Run 1, signal wires on met2:
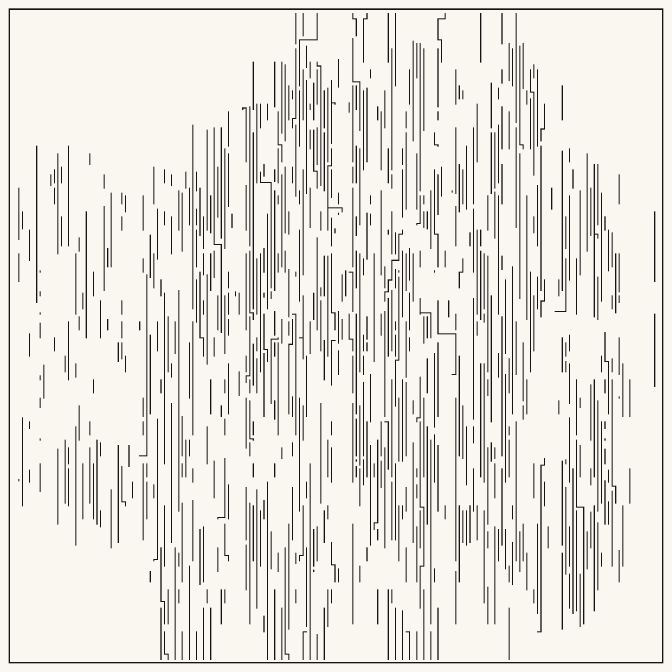
Run 1, sizing map:
Bar = 20 um.
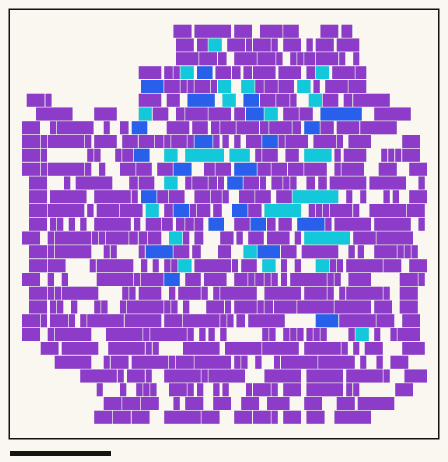
Run 1, a small window of the routed layout:
Window x 48 to 78, y 6 to 36 um. Cells in grey, sequential cells in the stronger grey; small squares are vias.
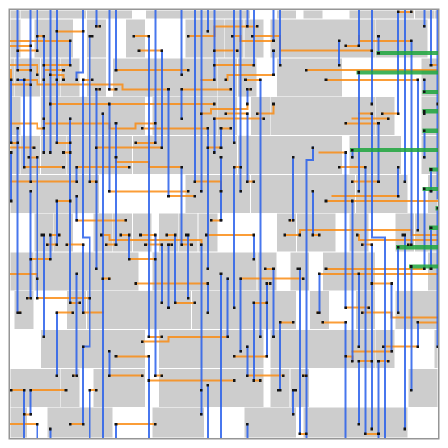
===== src/rtl/ed_32_edge.sv =====
// Sobel 3x3 edge classifier: L1 gradient magnitude compared against threshold t.
// Define ED_PIPE2_EN to register mag and t before the compare (latency 2 instead of 1).
module ed_32_edge #(
  parameter int unsigned PIX_W = 8,
  parameter int unsigned MAG_W = PIX_W + 3
) (
  input  logic             clk,
  input  logic             reset,
  input  logic [PIX_W-1:0] t,
  input  logic [PIX_W-1:0] IM_i_1_j_1,
  input  logic [PIX_W-1:0] IM_i_1_j,
  input  logic [PIX_W-1:0] IM_i_1_j__1,
  input  logic [PIX_W-1:0] IM_i_j_1,
  input  logic [PIX_W-1:0] IM_i_j,
  input  logic [PIX_W-1:0] IM_i_j__1,
  input  logic [PIX_W-1:0] IM_i__1_j_1,
  input  logic [PIX_W-1:0] IM_i__1_j,
  input  logic [PIX_W-1:0] IM_i__1_j__1,
  output logic             out
);

  // A weighted 1-2-1 sum of unsigned pixels needs two extra bits; the signed difference one more.
  localparam int unsigned SumW  = PIX_W + 2;
  localparam int unsigned GradW = PIX_W + 3;

  logic [SumW-1:0]         w_gx_pos, w_gx_neg, w_gy_pos, w_gy_neg;
  logic signed [GradW-1:0] w_gx, w_gy;
  logic [SumW-1:0]         w_abs_x, w_abs_y;
  logic [MAG_W-1:0]        w_mag;
  logic                    w_unused;

  // The centre pixel has zero weight in both kernels.
  assign w_unused = ^IM_i_j;

  assign w_gx_pos = SumW'(IM_i_1_j__1) + (SumW'(IM_i_j__1) << 1) + SumW'(IM_i__1_j__1);
  assign w_gx_neg = SumW'(IM_i_1_j_1)  + (SumW'(IM_i_j_1)  << 1) + SumW'(IM_i__1_j_1);
  assign w_gy_pos = SumW'(IM_i__1_j_1) + (SumW'(IM_i__1_j) << 1) + SumW'(IM_i__1_j__1);
  assign w_gy_neg = SumW'(IM_i_1_j_1)  + (SumW'(IM_i_1_j)  << 1) + SumW'(IM_i_1_j__1);

  assign w_gx = $signed({1'b0, w_gx_pos}) - $signed({1'b0, w_gx_neg});
  assign w_gy = $signed({1'b0, w_gy_pos}) - $signed({1'b0, w_gy_neg});

  // |G| never exceeds 4*(2^PIX_W-1), so it fits back into SumW bits.
  assign w_abs_x = w_gx[GradW-1] ? SumW'(-w_gx) : SumW'(w_gx);
  assign w_abs_y = w_gy[GradW-1] ? SumW'(-w_gy) : SumW'(w_gy);
  assign w_mag   = MAG_W'(w_abs_x) + MAG_W'(w_abs_y);

`ifdef ED_PIPE2_EN
  logic [MAG_W-1:0] r_mag;
  logic [PIX_W-1:0] r_t;
  logic             r_out;

  always_ff @(posedge clk) begin
    if (reset) begin
      r_mag <= '0;
      r_t   <= '0;
      r_out <= 1'b0;
    end else begin
      r_mag <= w_mag;
      r_t   <= t;
      r_out <= r_mag > MAG_W'(r_t);
    end
  end
`else
  logic r_out;

  always_ff @(posedge clk) begin
    if (reset) begin
      r_out <= 1'b0;
    end else begin
      r_out <= w_mag > MAG_W'(t);
    end
  end
`endif

  assign out = r_out;

endmodule


===== config.mk =====
export PLATFORM = sky130hd
export DESIGN_NAME = ed_32_edge
export DESIGN_NICKNAME = d
export VERILOG_FILES = /design/src/rtl/ed_32_edge.sv
export SDC_FILE = /design/constraint.sdc
export NUM_CORES = 1
export LEC_CHECK = 0
export CORE_MARGIN = 2
export CORE_UTILIZATION = 52
export CTS_CLUSTER_DIAMETER = 40
export CTS_CLUSTER_SIZE = 10
export DETAILED_ROUTE_END_ITERATION = 10
export MAX_ROUTING_LAYER = met4
export PLACE_DENSITY = 0.84
export SLEW_MARGIN = 20
export SYNTH_ARGS = -nofsm -noshare
export SYNTH_HDL_FRONTEND = slang
export SYNTH_SLANG_ARGS = --single-unit

===== constraint.sdc =====
create_clock -name clk -period 7.7 [get_ports clk]
set_input_delay 1.54 -clock clk [delete_from_list [all_inputs] [get_ports clk]]
set_output_delay 1.54 -clock clk [all_outputs]
set_load 0.02 [all_outputs]

==> qor.yml, run 1 <==
floorplanning:
  die_y_um: 84.4
  dieArea_um2: 7130
  num_rows: 29
  fp.dieW_um: 84.4
  ios: 83
  design.core.area_um2: 6310
placed_design:
  place_congestion: 0.829
  dp_hpwl_um: 6420
  portBuffers: 74
  placed_area_um2: 4310
timing:
  final.setup.tns_ps: 0
  worst_pin_slew_ps: 490
  fin_crit_sh_pct: 97.1
  max_freq_mhz: 134
  whs_ps: 2090
  relSlewSlack_pct: 67.1
  final_hold_viol_count: 0
  setup_viol: 0
  slew_viol_final: 0
global_routing:
  antenna_found_initial: 0
  grt_pass1_wl_um: 12900
  grt_max_degree: 9
finish:
  layout_top_cells: "143 x inv_1, 71 x clkdlybuf4s50_1, 62 x fa_1"
  fill_cells: 494
  fin_nets: 685
  layout-drive-gt1-share_pct: 9.92
clocking:
  cts_setup_buffers: 1
  clkTransAtPathRegs_ps: 0
  cts_hold_buf: 0
  cts_resized: 5
setup_path:
  critPathLaunch: "IM_i_j_1[3]"
  start_kind: "input pin"
  worstPathRequired_ps: 7570
  path_depth: 27
  endpoint: "out"
  cp_num_buf_inv: 4
  crit_fanout: 2
  max_stage_delay_ps: 550
logic_synthesis:
  top_area_cell: "fa_1"
  synth-warning-count: 0
  common_cells: "143 x inv_1, 63 x fa_1, 44 x ha_1"
  synth_dominant_cell_count: "inv_1"
  simple_gate_area_share_pct: 8.44
  synth_xor_xnor_area_share_pct: 8.85
  syn-num-nets: 590
  syn_avg_cell_area_um2: 8.39
  yosysSeqAreaShare_pct: 0.595
  flop_cell: "dfxtp_1"
  ys_ff: 1
  yosys-top-cells-area: "fa_1 37%, ha_1 16%, inv_1 16%"
  edf_count: 0
  top_area_share_pct: 37.5
  synth_stat.cells: 401
  compound_area_share_pct: 12.0
  synth.distinct_cells: 39
route:
  dr_total_vias: 2797
  drc: 0
  wl_per_cell_um: 12.4
  vias_per_cell: 4.90
  drtIter0Drc: 101
  first_pass_iters: 4
flow_run:
  warning_count: 37
min_path:
  hold_depth: 2
  min_to: "out"
status:
  status: "finished, final reports clean"
Back to the opening pictures, 'signal wires on met2':
share of all routed wire = 58%
wire length on this layer = 4110 um
nets with wire on the layer = 581

Back to the opening pictures, 'sizing map':
cyan -> drive 3 to 4  # cells 25
blue -> drive 2  # cells 24
purple -> drive 1 or less  # cells 445
post-route cell area: 4450 um^2
final worst slack: 223 ps
synth-to-layout area growth: 32.3%

Back to the opening pictures, 'a small window of the routed layout':
orange -> met1
green -> met3
blue -> met2
sequential cells in the window = 0
most frequent = inv_1 (32), fa_1 (17), clkdlybuf4s50_1 (10)
cells with their middle in the window = 71

[run 1: stage by stage]
stage               instances  util [%]  setup WS (ps)
floorplan                 401         -            701
global placement          566      68.2           73.8
detailed placement        566      68.2           -157
CTS                       567      68.7           15.2
global route              571      70.5           -116
finish                    571      70.5            223
[run 1: layer usage]
layer,vias up,GRT usage [%],wire [um]
met5,-,-,0
met2,68,44.6,4110
met1,1332,23.4,2610
met3,10,0.688,261
met4,0,3.32,74
li1,1387,-,-
[run 1: layout make-up]
type / count / area [um^2] / share of cell area (%)
tap: 77 / 96.3 / 2.16
multi-input combinational: 257 / 2910 / 65.3
inverter: 143 / 537 / 12.1
timing repair buffer: 93 / 891 / 20.0
sequential: 1 / 20.0 / 0.450
==> run 2: changes to the inputs <==
- CORE_UTILIZATION: 52 -> 50
- PLACE_DENSITY: 0.84 -> 0.81
Run 2, a small window of the routed layout:
Window x 50 to 80, y 7 to 37 um. Cells in grey, sequential cells in the stronger grey; small squares are vias.
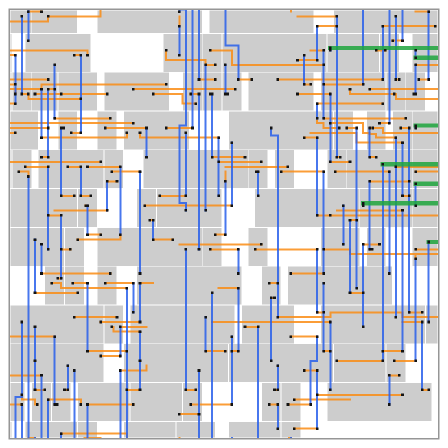
orange -> met1
blue -> met2
green -> met3
sequential cells in the window = 0
cells with their middle in the window = 74
most frequent = inv_1 (34), fa_1 (19), ha_1 (7)

==> run 2 against run 1 <==
  * Synthesized cell count stayed put
  * First-iteration DRC count is 41% lower
  * Area after synthesis unchanged
  * Critical endpoint unchanged
  * Highest routed layer unchanged
==> qor.yml, run 2 <==
min_path:
  hold_depth: 2  # unchanged
  worstHoldPathType: "input pin to flop"
timing:
  fin_crit_sh_pct: 96.7  # -0.41 points
  fin_crit_ps: 7450
  whs_ps: 2090  # +2.47 ps
  relSlewSlack_pct: 66.3  # -0.77 points
  setup_slack_ps: 255  # +31.8 ps
  worst_pin_slew_ps: 502  # +11.5 ps
  setup_viol: 0  # unchanged
  final.setup.tns_ps: 0  # unchanged
  final_hold_viol_count: 0  # unchanged
  max_freq_mhz: 134  # +0.43%
  slew_viol_final: 0  # unchanged
logic_synthesis:
  yosys_area_um2: 3360
  syn-num-nets: 590  # unchanged
  synth-warning-count: 0  # unchanged
  synth.distinct_cells: 39  # unchanged
  common_cells: "143 x inv_1, 63 x fa_1, 44 x ha_1"
  async_flop_share_pct: 0
  syn_avg_cell_area_um2: 8.39  # unchanged
  top_area_cell: "fa_1"
  ys_ff: 1  # unchanged
  yosys-top-cells-area: "fa_1 37%, ha_1 16%, inv_1 16%"
  synth_dominant_cell_count: "inv_1"
  yosysSeqAreaShare_pct: 0.595  # unchanged
  top_area_share_pct: 37.5  # unchanged
  synth_stat.cells: 401  # unchanged
  syn_inst: 401
  edf_count: 0  # unchanged
  flop_cell: "dfxtp_1"
clocking:
  cts_setup_buffers: 1  # unchanged
  cts_hold_buf: 0  # unchanged
  cts_resized: 2  # -3
  clkTransAtPathRegs_ps: 0  # unchanged
finish:
  area_delta_synth_final_pct: 31.4
  design_area_um2: 4420  # -0.70%
  final_core_util_pct: 68.8  # -1.7 points
  final_cells: 569  # -0.35%
  layout-drive-gt1-share_pct: 8.33  # -1.6 points
  fin_nets: 683  # -0.29%
  layout_top_cells: "143 x inv_1, 73 x clkdlybuf4s50_1, 62 x fa_1"
  layout_top_cell: "inv_1"
floorplanning:
  ios: 83  # unchanged
  die_y_um: 86.0  # +1.9%
  dieArea_um2: 7400  # +3.8%
  num_rows: 29  # unchanged
  fp.dieW_um: 86.0  # +1.9%
  design.core.area_um2: 6420  # +1.7%
  initial_core_util_pct: 52.4
global_routing:
  grt_pass1_wl_um: 11300  # -12%
  grt_usage_pct: 18.7
  gr-total-overflow: 0
  antenna_found_initial: 0  # unchanged
  grt_max_degree: 7  # -2
route:
  dr_total_vias: 2734  # -2.3%
  drc: 0  # unchanged
  wl_per_cell_um: 11.5  # -6.8%
  first_pass_iters: 4  # unchanged
  vias_per_cell: 4.80  # -1.9%
  drtIter0Drc: 60  # -41%
placed_design:
  place_ws_ps: -62.8  # +93.9 ps
  portBuffers: 74  # unchanged
  place_congestion: 0.816  # -1.6%
  placed_area_um2: 4310  # unchanged
  dp_hpwl_um: 5930  # -7.6%
  dp.cells: 566  # unchanged
flow_run:
  warning_count: 37  # unchanged
setup_path:
  max_stage_delay_ps: 540  # about the same
  worstPathRequired_ps: 7570  # about the same
  critical_path.top_delay_family: "adder cells"
  path_depth: 27  # unchanged
  start_kind: "input pin"
  slowest_stage: "fa_1"
  cp_num_buf_inv: 4  # unchanged
  crit_fanout: 4  # +2
status:
  status: "finished, final reports clean"
run 2: cell counts after synthesis:
No cell type changed its count.
run 2: final cells by class:
class	instances	area (um^2)
fillers	511	2000
inverters	143	537
multi-input cells	257	2900
flip-flops and latches	1	20.0
well taps	77	96.3
repair buffers	91	871
run 2: cell families after synthesis:
logic type	synth area share [%]
DFF	0.595
and+or+nand+nor	8.44
adders and majority gates	53.8
xor gates and xnor gates	8.85
buffers and inverters	16.0
muxes	0.335
AOI/OAI and AO/OA	12.0
run 2: routing by layer:
layer	GRT usage, %	share of wire (%)	wire length [um]
met1	22.3	41	2670
met5	-	0	0
met3	0.385	3.4	225
met2	36.9	55	3630
met4	0.722	0.37	24
run 2: path summary, 6_finish.rpt:
check	start	endpoint
max	IM_i__1_j_1[2]	out
min	reset	out
